==> config.mk <==
export PLATFORM = sky130hd
export DESIGN_NAME = fft_sample_framer_flat
export DESIGN_NICKNAME = d
export VERILOG_FILES = /design/src/rtl/fft_pkg.sv /design/src/rtl/fft_sample_framer_if.sv /design/src/rtl/fft_sample_framer_scaler.sv /design/src/rtl/fft_sample_framer.sv /design/src/flat_wrapper.sv
export SDC_FILE = /design/constraint.sdc
export NUM_CORES = 1
export LEC_CHECK = 0
export CAP_MARGIN = 20
export CORE_ASPECT_RATIO = 1.4
export CORE_UTILIZATION = 40
export CTS_BUF_LIST = sky130_fd_sc_hd__clkbuf_4
export CTS_CLUSTER_DIAMETER = 80
export DETAILED_ROUTE_END_ITERATION = 16
export PLACE_DENSITY_LB_ADDON = 0.3
export SLEW_MARGIN = 15
export SYNTH_ARGS = -nofsm -noshare
export SYNTH_HDL_FRONTEND = slang
export SYNTH_SLANG_ARGS = --single-unit
==> constraint.sdc <==
create_clock -name clk -period 23.3 [get_ports clk]
set_input_delay 3.495 -clock clk [delete_from_list [all_inputs] [get_ports clk]]
set_output_delay 3.495 -clock clk [all_outputs]
set_load 0.05 [all_outputs]
==> src/rtl/fft_pkg.sv <==
// Shared types and constants for the FFT sample framer.
// Combinational definitions only. No handshake of its own.
// The framer, its interface and the scaler import this package.
package fft_pkg;

    localparam int FFT_N = 16;
    localparam int T_W   = 18;
    localparam int T_MAX = 511;
    localparam int T_MIN = -512;

    typedef logic signed [T_W-1:0] t_sample_t;

    typedef enum logic [1:0] {IDLE, ISSUE, BUSY} framer_state_t;

endpackage

==> src/rtl/fft_sample_framer_if.sv <==
// Codec-sample and FFT-processor signals bundled for the framer.
// Wires only, so it adds no latency.
// There is no backpressure: sample_valid is never stalled.
interface fft_sample_framer_if #(
    parameter int IN_W = 24
);
    import fft_pkg::*;

    logic                     sample_valid;
    logic signed [IN_W-1:0]   sample_in;
    logic                     fft_done;
    logic                     new_t;
    logic [FFT_N*T_W-1:0]     t_bus;
    logic                     overrun;
    logic                     busy;

    modport master (
        output sample_valid, sample_in, fft_done,
        input  new_t, t_bus, overrun, busy
    );

    modport slave (
        input  sample_valid, sample_in, fft_done,
        output new_t, t_bus, overrun, busy
    );

endinterface

==> src/rtl/fft_sample_framer_scaler.sv <==
// Shifts a signed sample right arithmetically, saturates it to [T_MIN, T_MAX] and sign-extends it to T_W bits.
// Purely combinational, with zero latency.
// Has no handshake and so applies no backpressure.
module sample_scaler
    import fft_pkg::*;
#(
    parameter int IN_W  = 24,
    parameter int SHIFT = 12
) (
    input  logic signed [IN_W-1:0] din,
    output t_sample_t              dout
);

    localparam logic signed [IN_W-1:0] S_MAX = IN_W'(T_MAX);
    localparam logic signed [IN_W-1:0] S_MIN = IN_W'(T_MIN);

    logic signed [IN_W-1:0] shifted;

    assign shifted = din >>> SHIFT;

    always_comb begin
        dout = T_W'(shifted);
        if (shifted > S_MAX) begin
            dout = T_W'(T_MAX);
        end else if (shifted < S_MIN) begin
            dout = T_W'(T_MIN);
        end
    end

endmodule

==> src/rtl/fft_sample_framer.sv <==
// Frames scaled audio samples into 16-sample blocks for the FFT (new_t/done); FRAMER_OVERLAP_EN gives 50% overlap.
// Latency: new_t rises one clock after the completing sample when idle, or one clock after done if a frame is pending.
// Backpressure: none toward the codec; a frame that completes while one is already pending is dropped and overrun pulses.
module fft_sample_framer
    import fft_pkg::*;
#(
    parameter int IN_W  = 24,
    parameter int SHIFT = 12
) (
    input  logic                  clk,
    input  logic                  reset,
    fft_sample_framer_if.slave    bus
);

`ifdef FRAMER_OVERLAP_EN
    localparam logic [3:0] CNT_RELOAD = 4'd8;
`else
    localparam logic [3:0] CNT_RELOAD = 4'd0;
`endif

    t_sample_t            scaled;
    t_sample_t            sr      [FFT_N];
    t_sample_t            sr_next [FFT_N];
    t_sample_t            pend    [FFT_N];
    logic                 pend_vld;
    logic [3:0]           cnt;
    framer_state_t        state;
    logic                 new_t_q;
    logic                 busy_q;
    logic                 overrun_q;
    logic [FFT_N*T_W-1:0] t_bus_q;
    logic                 frame_done;
    logic                 consume;

    sample_scaler #(
        .IN_W  (IN_W),
        .SHIFT (SHIFT)
    ) u_scaler (
        .din  (bus.sample_in),
        .dout (scaled)
    );

    // The pending copy must include the sample accepted on the completing edge.
    always_comb begin
        for (int k = 0; k < FFT_N - 1; k++) begin
            sr_next[k] = sr[k+1];
        end
        sr_next[FFT_N-1] = scaled;
    end

    assign frame_done = bus.sample_valid && (cnt == 4'(FFT_N - 1));
    assign consume    = (state == IDLE) && pend_vld;

    always_ff @(posedge clk or posedge reset) begin
        if (reset) begin
            state     <= IDLE;
            cnt       <= '0;
            pend_vld  <= 1'b0;
            new_t_q   <= 1'b0;
            busy_q    <= 1'b0;
            overrun_q <= 1'b0;
            t_bus_q   <= '0;
            for (int k = 0; k < FFT_N; k++) begin
                sr[k]   <= '0;
                pend[k] <= '0;
            end
        end else begin
            overrun_q <= frame_done && pend_vld && !consume;

            if (bus.sample_valid) begin
                sr  <= sr_next;
                cnt <= frame_done ? CNT_RELOAD : cnt + 4'd1;
            end

            // Pending being consumed this edge frees the slot for a frame completing now.
            if (frame_done && (!pend_vld || consume)) begin
                pend     <= sr_next;
                pend_vld <= 1'b1;
            end else if (consume) begin
                pend_vld <= 1'b0;
            end

            case (state)
                IDLE: begin
                    if (pend_vld) begin
                        state   <= ISSUE;
                        new_t_q <= 1'b1;
                        busy_q  <= 1'b1;
                        for (int k = 0; k < FFT_N; k++) begin
                            t_bus_q[k*T_W +: T_W] <= pend[k];
                        end
                    end
                end
                ISSUE: begin
                    state   <= BUSY;
                    new_t_q <= 1'b0;
                end
                BUSY: begin
                    if (bus.fft_done) begin
                        state  <= IDLE;
                        busy_q <= 1'b0;
                    end
                end
                default: state <= IDLE;
            endcase
        end
    end

    assign bus.new_t   = new_t_q;
    assign bus.busy    = busy_q;
    assign bus.overrun = overrun_q;
    assign bus.t_bus   = t_bus_q;

endmodule

==> src/flat_wrapper.sv <==
// flat-port wrapper written by rule: the top's interface ports become plain ports
module fft_sample_framer_flat import fft_pkg::*;
#(
    parameter int IN_W  = 24,
    parameter int SHIFT = 12
)
  (clk, reset, bus_sample_valid, bus_sample_in, bus_fft_done, bus_new_t, bus_t_bus, bus_overrun, bus_busy);
  fft_sample_framer_if #(.IN_W(IN_W)) bus_i ();
  input  logic clk;
  input  logic reset;
  input wire logic [$bits(bus_i.sample_valid)-1:0] bus_sample_valid;
  input wire logic [$bits(bus_i.sample_in)-1:0] bus_sample_in;
  input wire logic [$bits(bus_i.fft_done)-1:0] bus_fft_done;
  output wire logic [$bits(bus_i.new_t)-1:0] bus_new_t;
  output wire logic [$bits(bus_i.t_bus)-1:0] bus_t_bus;
  output wire logic [$bits(bus_i.overrun)-1:0] bus_overrun;
  output wire logic [$bits(bus_i.busy)-1:0] bus_busy;
  assign bus_i.sample_valid = bus_sample_valid;
  assign bus_i.sample_in = bus_sample_in;
  assign bus_i.fft_done = bus_fft_done;
  assign bus_new_t = bus_i.new_t;
  assign bus_t_bus = bus_i.t_bus;
  assign bus_overrun = bus_i.overrun;
  assign bus_busy = bus_i.busy;
  fft_sample_framer #(.IN_W(IN_W), .SHIFT(SHIFT)) u_core (.clk(clk), .reset(reset), .bus(bus_i));
endmodule
**Cells coloured by class**

Scale bar: 50 um.
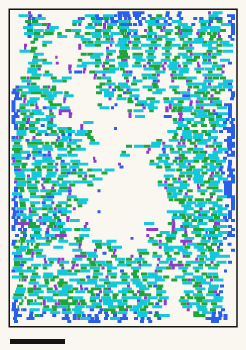
cyan -> flops  # cells 574
green -> all other logic  # cells 617
blue -> other buffers and delay cells  # cells 323
purple -> clock drivers and dummy loads  # cells 254
fraction of the core area covered by cells at the end of the flow: 0.4865
core region area: 58460 sq um
Row Count: 105
Final Cell Area: 28440 sq um

**Cells by drive strength**

Scale bar: 50 um.
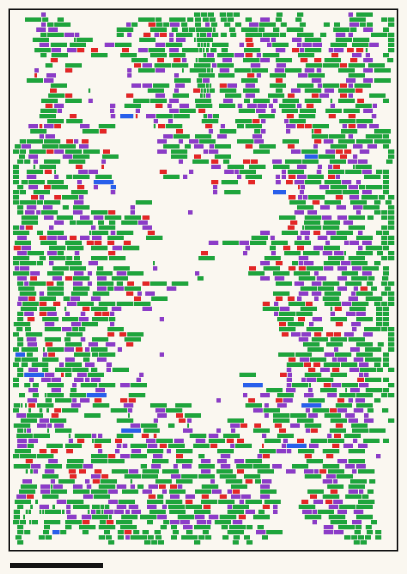
purple -> drive 3 to 4  # cells 574, share 32%, most used mux2_4
red -> drive 2  # cells 220, share 12%, most used mux2_2
green -> drive 1 or less  # cells 961, share 54%, most used dfrtp_1
blue -> drive 6 and up  # cells 13, share 0.74%, most used bufinv_16
number of buffers outside the clock class in the layout: 323
area growth from synthesis to final layout: 20.54%
final setup margin: 17.50 ns

**Logic cells by family**

Scale bar: 50 um.
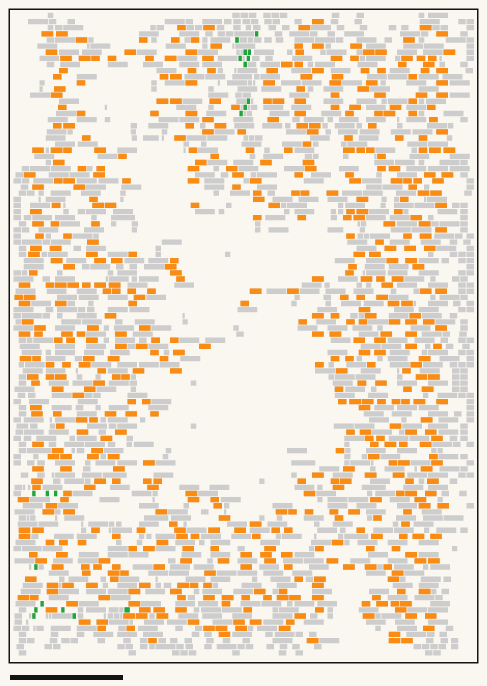
green -> inverting AOI/OAI gates  # cells 20
orange -> multiplexers  # cells 566, where all over the die
Top cell excl fill/tap: sky130_fd_sc_hd__dfrtp_1
fin cells: 2519
fraction of standard cell area in multi-input logic: 0.2780

**Where the registers sit**

Scale bar: 50 um.
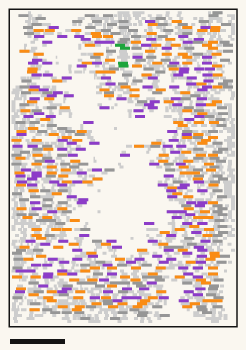
orange -> u_core.pend  # flops 192, where all over the die
green -> u_core.cnt  # flops 4, where top middle
purple -> u_core.sr  # flops 180, where all over the die
Seq area share: 0.5050
Sequential Power: 1660 uW
sequential standard cell area: 14360 sq um

==> run_results.csv <==
group,metric,value,unit
synthesis,fraction_of_registers_with_async_set_reset,1.000,
final_timing,max_clock_freq,172.5,MHz
grt,number_of_antenna_violations_at_the_first_check_in_global_routing,2,
detailed_routing,drc,0,
layout,final_nets,1690,
flow_run,maxCapViolCount,0,
clocking,cts_inserted_buffers,144,
synthesis,synth.distinct_cells,23,
final_timing,timing_max_transition_violations_final,0,
detailed_routing,finalWirelength,48370,um
critical_path,cp.arrival,2.30,ns
synthesis,synth.yosys.chip_area,23600,sq um
grt,first_global_vias,13020,
final_timing,final.period_utilization,0.2488,
critical_path,worstPathBufferInverterCount,1,
critical_path,critical_path_cell_by_cell,"clkdlybuf4s50_1",
critical_path,path_max_fanout,8,
clocking,insertion_delay_of_the_later_clocked_pin_in_the_worst_skew_pair,0.85,ns
detailed_routing,ant_nets,0,
floorplan,fp.dieArea,59980,sq um
clocking,max-clock-path-buffers,3,
grt,grt_resource_usage_total,0.1667,
outcome,outcome,"complete, no violations",
power_and_ir_drop,pwr-share-clk,0.221,
power_and_ir_drop,p_per_area,142.5,nW/um^2
critical_path,critPathMaxStageDelay,0.94,ns
final_timing,worst_slew_margin_rel,0.3312,
synthesis,yosys.area.top_type_share,0.6087,
final_timing,final.hold.worst_slack,0.4811,ns
synthesis,yosys_most_used_dff,"sky130_fd_sc_hd__dfrtp_1",
clocking,cts_tree,"done",
synthesis,synthesis.area,23600,sq um
clocking,cts.repair.resized,0,
critical_path,type_of_the_setup_path_with_the_least_slack,"reg2out",
power_and_ir_drop,p_int,2549,uW
synthesis,synthTopCellsByArea,"sky130_fd_sc_hd__dfrtp_1 61%, sky130_fd_sc_hd__mux2_4 22%, sky130_fd_sc_hd__mux2_2 10%, sky130_fd_sc_hd__buf_4 3.1%, sky130_fd_sc_hd__buf_6 1.9%",
power_and_ir_drop,pwr-share-seq,0.411,
critical_path,crit_path_start_kind,"flip-flop",
placed_design,post-place-cells,2261,
clocking,ctsRootBufferMaster,"sky130_fd_sc_hd__clkbuf_4",
detailed_routing,first_pass_iters,4,
floorplan,floorplanUtilization,0.4036,
final_timing,worst_pin_slew,1.003,ns
power_and_ir_drop,ir_worst_vdd,0.1048,mV
final_timing,setup_total_negative_slack,0,ns
final_timing,grt_setup_unrepaired,"false",
clocking,cts_max_level,4,
detailed_routing,routed-via-count,11880,
layout,nFillCells,5014,
grt,grt_start_max_net_pins,167,
power_and_ir_drop,total_power_draw,4053,uW
floorplan,vert_die_dim,289.4,um
synthesis,syn_area_per_cell,17.44,sq um
critical_path,end_kind,"output pin",
power_and_ir_drop,static-leakage-power,0.01359,uW
min_path,hold_path.class,"reg2reg",
clocking,clkSinkCount,574,
placed_design,postPlaceCellArea,26460,sq um
synthesis,numSynthFlops,574,
grt,globalRoute.totalOverflow,0,
grt,grt_pass1_wl,77070,um
floorplan,die_x,207.3,um
power_and_ir_drop,share_comb_of_total_power,0.369,
final_timing,clock_skew,0.04783,ns
synthesis,post_synth_edffs,0,
synthesis,syn-instance-count,1353,
floorplan,io_pins,319,
power_and_ir_drop,switching_share,0.3710,
synthesis,synth.yosys.seq_area_share,0.6087,
power_and_ir_drop,netSwitchingPower,1504,uW
placed_design,detailed_place_hpwl,30390,um
clocking,cts_post_setup_buffers_inserted,0,
detailed_routing,route.detailed.vias_per_inst,4.717,
layout,share_of_post_route_cells_with_drive_strength_above_1,0.4564,
final_timing,final_worst_path_period_need,5.798,ns
synthesis,synth_top_cell_by_area,"sky130_fd_sc_hd__dfrtp_1",
final_timing,hold_violations,0,
flow_run,openroad.warnings,42,
clocking,worst_setup_hold_path_clk_slew,0.06,ns
synthesis,yosys_warning_tally,0,
synthesis,synth_stat.cells,1353,
clocking,cts-hold-fix-buffers,0,
final_timing,setup_viol,0,
synthesis,floorplan.nets,1383,
critical_path,crit_path_top_delay_cell,"sky130_fd_sc_hd__clkdlybuf4s50_1",
placed_design,gp_routability_congestion,0.7474,
placed_design,setup_slack_placement,16.71,ns
detailed_routing,wl_per_cell,19.20,um
critical_path,cpLargestDelayFamily,"buffers and inverters",
critical_path,worst-endpoint-required,19.81,ns
placed_design,portBuffers,306,
detailed_routing,detailedRoute.firstIterationViolations,334,
state kept, by name (all words and copies together), names as in the netlist:
register            cells
u_core.pend_vld         1
u_core.sr             180
u_core.state            2
u_core.bus.overrun      1
u_core.bus.new_t        1
u_core.cnt              4
u_core.bus.t_bus      192
u_core.bus.busy         1
u_core.pend           192
power groups by stage:
stage	sequential [uW]	combinational (uW)	clock (uW)
finish	1660	1490	894
global route	1720	1560	985
CTS	1680	1510	935
detailed placement	1690	1500	0
global placement	1680	1490	0
floorplan	1920	852	0
layout by cell type (no fill, tap or decap), drive strengths merged, types with 2 or more instances in the layout:
cell,Yosys,layout
buf,155,18
o21ai,15,15
clkdlybuf4s50,0,305
mux2,566,566
inv,14,18
nor2,2,2
ha,2,2
clkbuf,7,205
nand2,4,4
diode,0,2
nand4,2,2
a21oi,4,4
clkinv,0,38
bufinv,0,7
nand3,2,2
dfrtp,574,574
cells in the mapped netlist (all sizes together) (2+ instances only):
master and count:
nand3 2, nor2 2, inv 14, a21oi 4, buf 155, clkbuf 7
dfrtp 574, nand4 2, o21ai 15, ha 2, mux2 566, nand2 4
kinds of logic (layout without fill, tap and decap cells):
logic type,Yosys count,after routing,synth area share
flops,574,574,0.6087
mux,566,566,0.3256
buf+inv,176,591,0.05674
compound gates,21,21,0.004666
simple gates,13,13,0.002811
fa+ha+maj,2,2,0.001060
xor+xnor,1,1,0.0003712
other cells,0,2,0
worst paths after layout:
kind | to | startpoint | cells past startpoint | slack (ns)
max in group asynchronous | u_core.pend[219]$_DFFE_PP0P_ | reset | 4 | 17.81
min in group asynchronous | u_core.bus.t_bus[276]$_DFFE_PP0P_ | reset | 2 | 3.17
setup reg to reg | u_core.pend[28]$_DFFE_PP0P_ | u_core.cnt[0]$_DFFE_PP0P_ | 6 | 19.90
hold / removal | u_core.bus.new_t$_DFFE_PP0P_ | u_core.state[0]$_DFFE_PP0P_ | 1 | 0.48
setup / recovery | bus_t_bus[155] | u_core.bus.t_bus[161]$_DFFE_PP0P_ | 1 | 17.50
hold reg to reg | u_core.bus.new_t$_DFFE_PP0P_ | u_core.state[0]$_DFFE_PP0P_ | 1 | 0.48
worst reg2reg max path: stages, from the launching register on:
cell and delay (ns):
sky130_fd_sc_hd__dfrtp_1 0.42, sky130_fd_sc_hd__ha_1 0.26, sky130_fd_sc_hd__and4_1 0.25, sky130_fd_sc_hd__nand2_4 0.38, sky130_fd_sc_hd__buf_4 0.73, sky130_fd_sc_hd__buf_4 0.83, sky130_fd_sc_hd__mux2_4 0.41
cell type report:
class,instances,area [sq um],share of cell area
flip-flops and latches,574,14360,0.5050
multi-input cells,603,7906,0.2780
repair buffers,323,3233,0.1137
clock buffers,205,1539,0.05411
well taps,749,937.1,0.03295
clock inverters,49,399.1,0.01403
inverters,14,60.06,0.002111
diodes,2,5.005,0.0001760
metal layers:
layer	global-route usage	up-vias	wire length [um]
li1	-	5335	-
met1	0.1977	6141	20060
met2	0.2856	337	24810
met3	0.04911	69	2590
met4	0.06530	0	904
met5	0	-	0
Power is estimated from default activity; no workload was simulated.
